## src/rtl/sgdmac_bd_loader.sv

```systemverilog
// sgdmac_bd_loader
// Host-side command sequencer in front of the SGDMA controller's Wishbone
// slave port. Commands from a local stream are queued in a FIFO and issued
// one at a time as classic Wishbone cycles. Each command yields exactly one
// response (read data, slave error or timeout). Slave errors and timeouts
// are tallied in a saturating 8-bit counter.
//
// Ports:
//   clk, rst                  clock, synchronous active-high reset
//   cmd_valid/cmd_ready       command handshake (cmd_ready = FIFO not full)
//   cmd_we/addr/data/sel      command payload
//   rsp_valid/rsp_ready       response handshake
//   rsp_data/rsp_err/rsp_tmo  response payload
//   saddr/swdat/ssel/swe      Wishbone request fields (held for the cycle)
//   scyc/sstb                 Wishbone cycle / strobe
//   srdat/sack/serr           Wishbone read data and terminations
//   busy                      FIFO non-empty or sequencer active
//   err_cnt                   saturating serr + timeout count
module sgdmac_bd_loader #(
    parameter int AWIDTH     = 32,
    parameter int FIFO_DEPTH = 16,
    parameter int TIMEOUT    = 255
) (
    input  logic              clk,
    input  logic              rst,
    input  logic              cmd_valid,
    output logic              cmd_ready,
    input  logic              cmd_we,
    input  logic [AWIDTH-1:0] cmd_addr,
    input  logic [31:0]       cmd_data,
    input  logic [3:0]        cmd_sel,
    output logic              rsp_valid,
    input  logic              rsp_ready,
    output logic [31:0]       rsp_data,
    output logic              rsp_err,
    output logic              rsp_tmo,
    output logic [AWIDTH-1:0] saddr,
    output logic [31:0]       swdat,
    input  logic [31:0]       srdat,
    output logic              scyc,
    output logic              sstb,
    output logic [3:0]        ssel,
    output logic              swe,
    input  logic              sack,
    input  logic              serr,
    output logic              busy,
    output logic [7:0]        err_cnt
);

    localparam int PW = (FIFO_DEPTH > 1) ? $clog2(FIFO_DEPTH) : 1;
    localparam int EW = 1 + AWIDTH + 32 + 4;

    localparam logic [1:0] ST_IDLE = 2'd0;
    localparam logic [1:0] ST_BUS  = 2'd1;
    localparam logic [1:0] ST_RSP  = 2'd2;

    localparam logic [7:0]  TMO_LAST = 8'(TIMEOUT - 1);
    localparam logic [PW:0] DEPTH_C  = (PW + 1)'(FIFO_DEPTH);
    localparam logic [PW:0] ONE_C    = (PW + 1)'(1);

    logic [EW-1:0]     mem_r [FIFO_DEPTH];
    logic [PW-1:0]     wr_ptr_r;
    logic [PW-1:0]     rd_ptr_r;
    logic [PW:0]       count_r;
    logic [PW:0]       count_nxt_s;
    logic [1:0]        state_r;
    logic [1:0]        state_nxt_s;
    logic [7:0]        tmo_cnt_r;

    logic              push_s;
    logic              pop_s;
    logic [EW-1:0]     head_s;
    logic              bus_err_s;
    logic              bus_ack_s;
    logic              bus_tmo_s;
    logic              term_s;

    assign push_s = cmd_valid & cmd_ready;
    assign pop_s  = (state_r == ST_IDLE) && (count_r != '0);
    assign head_s = mem_r[rd_ptr_r];

    // Terminations in priority order: serr beats sack, both beat the timeout.
    assign bus_err_s = (state_r == ST_BUS) && serr;
    assign bus_ack_s = (state_r == ST_BUS) && !serr && sack;
    assign bus_tmo_s = (state_r == ST_BUS) && !serr && !sack && (tmo_cnt_r == TMO_LAST);
    assign term_s    = bus_err_s | bus_ack_s | bus_tmo_s;

    // FIFO occupancy after this edge; also feeds the registered ready/busy flags.
    always_comb begin
        if (push_s && !pop_s) begin
            count_nxt_s = count_r + ONE_C;
        end else if (pop_s && !push_s) begin
            count_nxt_s = count_r - ONE_C;
        end else begin
            count_nxt_s = count_r;
        end
    end

    // Sequencer next-state decode.
    always_comb begin
        state_nxt_s = state_r;
        case (state_r)
            ST_IDLE: begin
                if (pop_s) state_nxt_s = ST_BUS;
                else       state_nxt_s = ST_IDLE;
            end
            ST_BUS: begin
                if (term_s) state_nxt_s = ST_RSP;
                else        state_nxt_s = ST_BUS;
            end
            ST_RSP: begin
                if (rsp_ready) state_nxt_s = ST_IDLE;
                else           state_nxt_s = ST_RSP;
            end
            default: state_nxt_s = ST_IDLE;
        endcase
    end

    // FIFO storage; flushing is done by resetting the pointers, not the array.
    always_ff @(posedge clk) begin
        if (push_s) begin
            mem_r[wr_ptr_r] <= {cmd_we, cmd_addr, cmd_data, cmd_sel};
        end
    end

    // FIFO pointers, sequencer state, Wishbone request and response registers.
    always_ff @(posedge clk) begin
        if (rst) begin
            wr_ptr_r  <= '0;
            rd_ptr_r  <= '0;
            count_r   <= '0;
            state_r   <= ST_IDLE;
            tmo_cnt_r <= 8'd0;
            cmd_ready <= 1'b0;
            busy      <= 1'b0;
            rsp_valid <= 1'b0;
            rsp_data  <= 32'h0;
            rsp_err   <= 1'b0;
            rsp_tmo   <= 1'b0;
            saddr     <= '0;
            swdat     <= 32'h0;
            ssel      <= 4'h0;
            swe       <= 1'b0;
            scyc      <= 1'b0;
            sstb      <= 1'b0;
            err_cnt   <= 8'd0;
        end else begin
            state_r   <= state_nxt_s;
            count_r   <= count_nxt_s;
            cmd_ready <= (count_nxt_s != DEPTH_C);
            busy      <= (count_nxt_s != '0) || (state_nxt_s != ST_IDLE);
            if (push_s) wr_ptr_r <= wr_ptr_r + PW'(1);
            if (pop_s)  rd_ptr_r <= rd_ptr_r + PW'(1);

            case (state_r)
                ST_IDLE: begin
                    if (pop_s) begin
                        swe       <= head_s[EW-1];
                        saddr     <= head_s[36 +: AWIDTH];
                        swdat     <= head_s[35:4];
                        ssel      <= head_s[3:0];
                        scyc      <= 1'b1;
                        sstb      <= 1'b1;
                        tmo_cnt_r <= 8'd0;
                    end
                end
                ST_BUS: begin
                    if (term_s) begin
                        scyc      <= 1'b0;
                        sstb      <= 1'b0;
                        rsp_valid <= 1'b1;
                        rsp_err   <= bus_err_s;
                        rsp_tmo   <= bus_tmo_s;
                        // Only a successful read returns data.
                        rsp_data  <= (bus_ack_s && !swe) ? srdat : 32'h0;
                    end else begin
                        tmo_cnt_r <= tmo_cnt_r + 8'd1;
                    end
                end
                ST_RSP: begin
                    if (rsp_ready) begin
                        rsp_valid <= 1'b0;
                        rsp_err   <= 1'b0;
                        rsp_tmo   <= 1'b0;
                    end
                end
                default: begin
                    scyc <= 1'b0;
                    sstb <= 1'b0;
                end
            endcase

            if ((bus_err_s || bus_tmo_s) && (err_cnt != 8'hFF)) begin
                err_cnt <= err_cnt + 8'd1;
            end
        end
    end

endmodule

```

## config.mk

```make
export PLATFORM = sky130hd
export DESIGN_NAME = sgdmac_bd_loader
export DESIGN_NICKNAME = d
export VERILOG_FILES = /design/src/rtl/sgdmac_bd_loader.sv
export SDC_FILE = /design/constraint.sdc
export NUM_CORES = 1
export LEC_CHECK = 0
export CAP_MARGIN = 25
export CORE_ASPECT_RATIO = 0.75
export CORE_MARGIN = 2
export CORE_UTILIZATION = 64
export CTS_CLUSTER_DIAMETER = 30
export DETAILED_ROUTE_END_ITERATION = 10
export PLACE_DENSITY_LB_ADDON = 0.05
export SYNTH_ARGS = -nofsm -noshare
export SYNTH_HDL_FRONTEND = slang
export SYNTH_SLANG_ARGS = --single-unit
```

## constraint.sdc

```tcl
create_clock -name clk -period 17.4 [get_ports clk]
set_clock_uncertainty 0.2 [all_clocks]
set_input_delay 1.74 -clock clk [delete_from_list [all_inputs] [get_ports clk]]
set_output_delay 1.74 -clock clk [all_outputs]
set_load 0.02 [all_outputs]
```

**Run 1: I/O nets highlighted**

(1.5 px per micron)
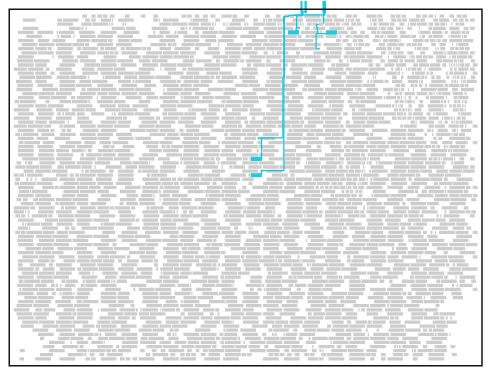
legend:
  ssel:
    color: cyan
    direction: output
    end_cells: 4
    buffers: 4
    wire: 335 microns
IO Count: 223
Port Buffer Count: 222

**Run 1: metal layers overlaid**

(1 px per micron) Two of the layers only.
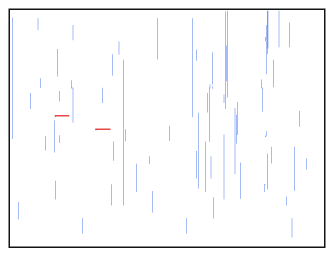
legend:
  met4:
    color: blue
    wire_length: 2020 microns
  met5:
    color: red
    wire_length: 26.7 microns
via count: 23527
Detailed Route WL: 104000 microns

**Run 1: cell placement**

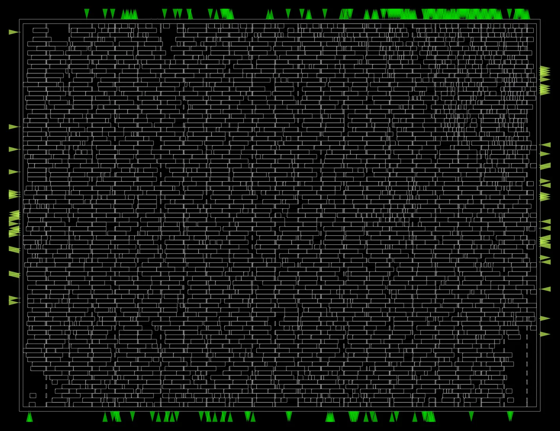
# Taps: 957
core area: 71600 sq um
Final Util: 0.771
Fillers: 3744
fraction of area in registers: 0.651

==> impl_metrics.ini, run 1 <==
; physical design summary
[grt]
grt-ovfl-total = 0
met3_usage = 0.0672
grt_pass1_vias = 23993
antenna_found_initial = 7
grt_start_max_net_pins = 70
gr-usage-met1 = 0.418
grt_pass1_wl_microns = 155000
use_met2 = 0.447
busiest_layer = met2

[synth]
yosysTopAreaCell = edfxtp_1
synth-simple-area-share = 0.0205
edf_count = 1104
ys_sh_adder = 0.00293
async_reset_ff_frac = 0
top_cells_by_area = edfxtp_1, mux4_2, dfxtp_1, a221oi_1, a22o_1
yosys_most_used_dff = edfxtp_1
ys_sh_aoi = 0.0468
common_cells = edfxtp_1, mux4_2, dfxtp_1, nand2_1, clkbuf_1
ys_cells = 2179
ys_warn_count = 0
xor_area_frac = 0.00379
top_area_frac = 0.718
synthCells = 2179
ys.flops = 1242
syn_area_per_cell_sq_um = 21.2
ys_types = 52
logic_family = multiplexers
muxShareOfSynthArea = 0.135
ys_seq_frac = 0.778
syn_nets = 2296

[final_timing]
holdWs_ps = 252
tightest_slew_ps = 1020
setup_viol = 0
hold_viol = 0
min_period_ps = 4850
max_freq_mhz = 206
rsz0062_at_grt = false
setup_ws_ps = 12550
fin_crit_sh = 0.279
worst_slew_margin_rel = 0.322
maxSlewViolCount = 0

[route]
post_drt_via_cell_ratio = 6.56
wl_met3_microns = 10400
drtPass1Iterations = 6
antenna_left = 0
drcViolationCount = 0
routed.top_layer = met5
routedWlPerCell_microns = 29.0
wl_met1_microns = 41100
dr.first_iter.drc_count = 3076
met2_length_microns = 50300

[min_path]
min_path_type = register to register
hp-start = swdat[4]$_SDFFE_PP0N_
hold_path_end = swdat[4]$_SDFFE_PP0N_
whs_path_depth = 2

[cells_and_area]
regArea_sq_um = 35900
n_all_inverters = 11
comb_share = 0.177
nNetsFinal = 2607
bufAreaShareNonClock = 0.0550
stdcell_count = 3585
biggestCellCategory = registers
clkCellAreaFrac = 0.0941
final_cell_mix = edfxtp_1, mux4_2, clkdlybuf4s50_1
largest_reg_flops = 1104
buffers = 283
layout_top_cell = edfxtp_1
area_growth_syn_to_layout_pct = 19.5
num_antenna_cells = 5
final_area_sq_um = 55200
ff_count = 1242
regMostFlops = mem_r
clockBufferCount = 178
drive_gt1_frac = 0.245

[cts]
cts_root_buf = clkbuf_16
clock_sinks = 1242
htreeDepth = 4
tritoncts = yes
cts_buffer_depth = 3
holdBufCountCts = 0
post_cts_buffers = 0
cts_resized = 0

[power]
total_power_mw = 8.03
max-vdd-ir-drop_uv = 109
combPwrFrac = 0.178
switching_share = 0.260
pg_comb_mw = 1.43
maxPowerGroup = registers
power.leakage_nw = 17.4
power_frac_clock = 0.393
p_int_mw = 5.94
p_seq_mw = 3.44
p_sw_mw = 2.09
power_density_nw_per_um2 = 145
p_clk_mw = 3.16
seqPwrFrac = 0.429

[critical_path]
slowest_stage = dfxtp_4
cp_max_fo = 42
r2r-start = rd_ptr_r[0]$_SDFFE_PP0P_
cp.arrival_ps = 5240
critical_path.startpoint_type = register
path_cells = buf_4 -> buf_4 -> buf_4 -> mux4_2 -> a22o_1 -> a221oi_1 -> o21ai_0
crit_end = swdat[12]$_SDFFE_PP0N_
critPathKind = register to register
r2r_cells = 7
cpLargestDelayFamily = buffers and inverters
end_kind = register
r2r_slack_ps = 12550
worst-path-stages = 7
startpoint = rd_ptr_r[0]$_SDFFE_PP0P_
reg2reg_to = swdat[12]$_SDFFE_PP0N_
crit_required_ps = 17790
crit_top_cell = buf_4
crit_buf_inv = 3
cpPeakStageDelay_ps = 810

[outcome]
outcome = completed

[place]
hpwl_microns = 53900
postPlaceCellArea_sq_um = 49800
gp_congestion = 0.742
placed_cells = 3283
place_ws_ps = 11990

[floorplanning]
die_area_sq_um = 74300
rows = 85
die_y_microns = 237
initCoreUtil = 0.645
fp.dieW_microns = 314

[job]
warning_count = 33
cap_violations = 0
**Run 1: routed metal per tile**

(1 px per micron) The die is cut into 31 by 24 equal tiles; dark blue is low, red is high, scaled to the fullest tile. Values are wire area over tile area, all layers added.
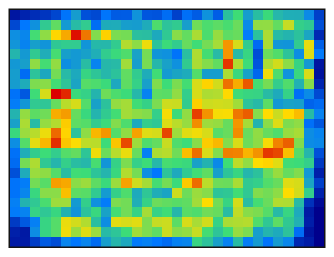

==> inputs of run 2 (changes only) <==
--- a/config.mk
+++ b/config.mk
@@ -8,7 +8,7 @@
 export CAP_MARGIN = 25
 export CORE_ASPECT_RATIO = 0.75
 export CORE_MARGIN = 2
-export CORE_UTILIZATION = 64
+export CORE_UTILIZATION = 60
 export CTS_CLUSTER_DIAMETER = 30
 export DETAILED_ROUTE_END_ITERATION = 10
 export PLACE_DENSITY_LB_ADDON = 0.05
==> constraint.sdc (replaced) <==
create_clock -name clk -period 4.7 [get_ports clk]
set_clock_uncertainty 0.2 [all_clocks]
set_input_delay 0.47 -clock clk [delete_from_list [all_inputs] [get_ports clk]]
set_output_delay 0.47 -clock clk [all_outputs]
set_load 0.02 [all_outputs]
**Run 2: routed metal per tile**

(1 px per micron) The die is cut into 32 by 24 equal tiles; dark blue is low, red is high, scaled to the fullest tile. Values are wire area over tile area, all layers added.
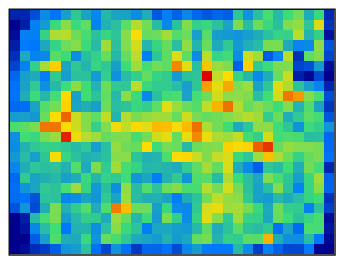
densest ninth of the die: middle
mean over tiles: 0.20
nearly empty tiles: 1.4%
tiles over half the peak: 40%
via count: 22944
Detailed Route WL: 98400 microns
WL/cell: 26.8 microns
Tot GR Track Use: 0.257

==> impl_metrics.ini, run 2 <==
; physical design summary
[synth]
synth-simple-area-share = 0.0205
edf_count = 1104
syn_area_per_cell_sq_um = 21.2
ys_warn_count = 0
top_cells_by_area = edfxtp_1, mux4_2, dfxtp_1, a221oi_1, a22o_1
ys_seq_frac = 0.778
ys_types = 52
yosys_most_used_dff = edfxtp_1
ys_sh_adder = 0.00293
top_area_frac = 0.718
ys_sh_aoi = 0.0468
logic_family = multiplexers

[critical_path]
worst-path-stages = 8
slowest_stage = nor2_4
startpoint = count_r[0]$_SDFF_PP0_
crit_end = swdat[14]$_SDFFE_PP0N_
end_kind = register
cpLargestDelayFamily = simple AND/OR/NAND/NOR gates
r2r-start = count_r[0]$_SDFF_PP0_
crit_required_ps = 5140
path_cells = inv_1 -> ha_1 -> or4b_1 -> and2_1 -> nor2_4 -> buf_12 -> nand2_1 -> o21ai_0
cp_max_fo = 46
critPathKind = register to register

[final_timing]
min_period_ps = 3210
maxSlewViolCount = 0
holdWs_ps = 181
max_freq_mhz = 312
fin_crit_sh = 0.682

[grt]
met3_usage = 0.0436
grt_start_max_net_pins = 66
busiest_layer = met2
antenna_found_initial = 3
use_met2 = 0.415
gr-usage-met1 = 0.367

[power]
power_frac_clock = 0.405
p_int_mw = 22.6
max-vdd-ir-drop_uv = 363

[cells_and_area]
final_area_sq_um = 55500
fill_cells = 4477
biggestCellCategory = registers
layout_top_cell = edfxtp_1
regArea_sq_um = 35900
drive_gt1_frac = 0.246
final_util = 0.725
final_cell_mix = edfxtp_1, mux4_2, clkdlybuf4s50_1
bufAreaShareNonClock = 0.0530
largest_reg_flops = 1104
regMostFlops = mem_r

[cts]
cts_buffer_depth = 3
holdBufCountCts = 1
clock_sinks = 1242
cts_root_buf = clkbuf_16

[place]
place_ws_ps = 1270
hpwl_microns = 50600
placed_cells = 3369
port_buffers = 222
gp_congestion = 0.751

[min_path]
hp-start = srdat[25]
whs_path_depth = 3
min_path_type = input pin to register

[route]
dr.first_iter.drc_count = 2252
wl_met3_microns = 6320
drtPass1Iterations = 7

[outcome]
outcome = completed

[floorplanning]
tapcell.inserted = 1035
die_area_sq_um = 79200
die_y_microns = 244
ios = 223
**Run 2: cell placement**

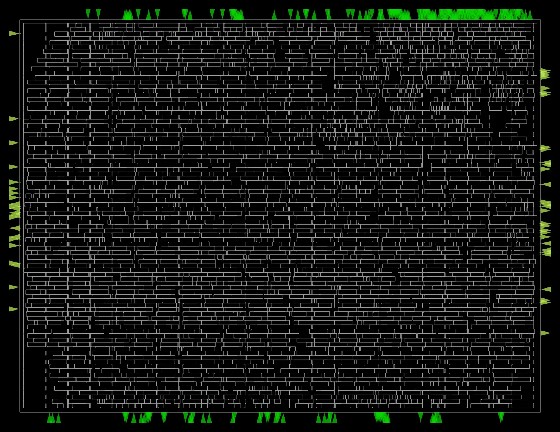

==> inputs of run 3 (changes only) <==
==> constraint.sdc (replaced) <==
create_clock -name clk -period 3 [get_ports clk]
set_clock_uncertainty 0.2 [all_clocks]
set_input_delay 0.3 -clock clk [delete_from_list [all_inputs] [get_ports clk]]
set_output_delay 0.3 -clock clk [all_outputs]
set_load 0.02 [all_outputs]
**Run 3: cell placement**

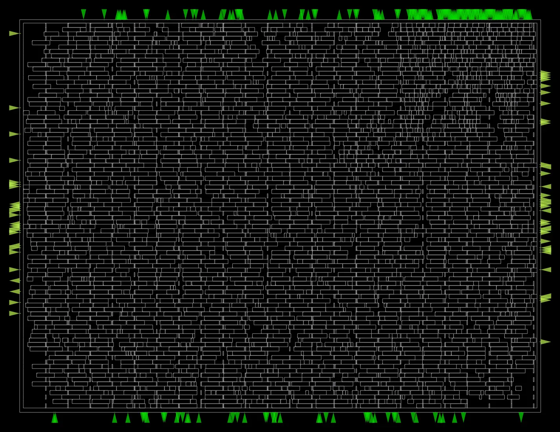
Final Util: 0.743
# Taps: 1035
core area: 76500 sq um
fraction of area in registers: 0.632
FF+latch count: 1242

==> impl_metrics.ini, run 3 <==
; physical design summary
[outcome]
outcome = completed

[min_path]
hold_path_end = rsp_data[25]$_SDFFE_PP0P_
whs_path_depth = 3
min_path_type = input pin to register

[synth]
synthCells = 2179
ys_seq_frac = 0.778
common_cells = edfxtp_1, mux4_2, dfxtp_1, nand2_1, clkbuf_1
synth-simple-area-share = 0.0205
yosys_most_used_dff = edfxtp_1
ys_sh_adder = 0.00293
top_area_frac = 0.718
syn_nets = 2296
syn_area_per_cell_sq_um = 21.2
edf_count = 1104
ys_sh_aoi = 0.0468
logic_family = multiplexers

[final_timing]
max_freq_mhz = 364
setup_ws_ps = 254
rsz0062_at_grt = false
holdWs_ps = 27.3
setup_viol = 0
tightest_slew_ps = 931
min_period_ps = 2750

[cts]
post_cts_buffers = 0
htreeDepth = 4
cts_buffer_depth = 3

[place]
postPlaceCellArea_sq_um = 50800
gp_congestion = 0.764
place_ws_ps = 247
placed_cells = 3415
port_buffers = 222

[critical_path]
end_kind = register
critical_path.startpoint_type = register
cpPeakStageDelay_ps = 500
r2r_cells = 7
worst-path-stages = 7
cp.arrival_ps = 3110
slowest_stage = or4b_1
critPathKind = register to register

[floorplanning]
initCoreUtil = 0.603
ios = 223
rows = 88
die_area_sq_um = 79200

[power]
power_frac_clock = 0.412
power.leakage_nw = 18.0
p_clk_mw = 20.1
switching_share = 0.254
seqPwrFrac = 0.406
p_seq_mw = 19.8

[route]
wl_met3_microns = 8660
met2_length_microns = 53100
wl_met1_microns = 43400
drtPass1Iterations = 5
post_drt_via_cell_ratio = 6.33
drcViolationCount = 0

[grt]
busiest_layer = met2
grt-ovfl-total = 0
use_met2 = 0.441
grt_start_max_net_pins = 62
grt_pass1_wl_microns = 159000
grt_pass1_vias = 24630
grt_usage = 0.279

[cells_and_area]
regArea_sq_um = 35900
clkCellAreaFrac = 0.102
largest_reg_flops = 1104
drive_gt1_frac = 0.266
comb_share = 0.174
fill_cells = 4315
clockBufferCount = 188
layout_top_cell = edfxtp_1
area_growth_syn_to_layout_pct = 23.2
stdcell_count = 3754
nNetsFinal = 2691
buffers = 358

[job]
cap_violations = 0
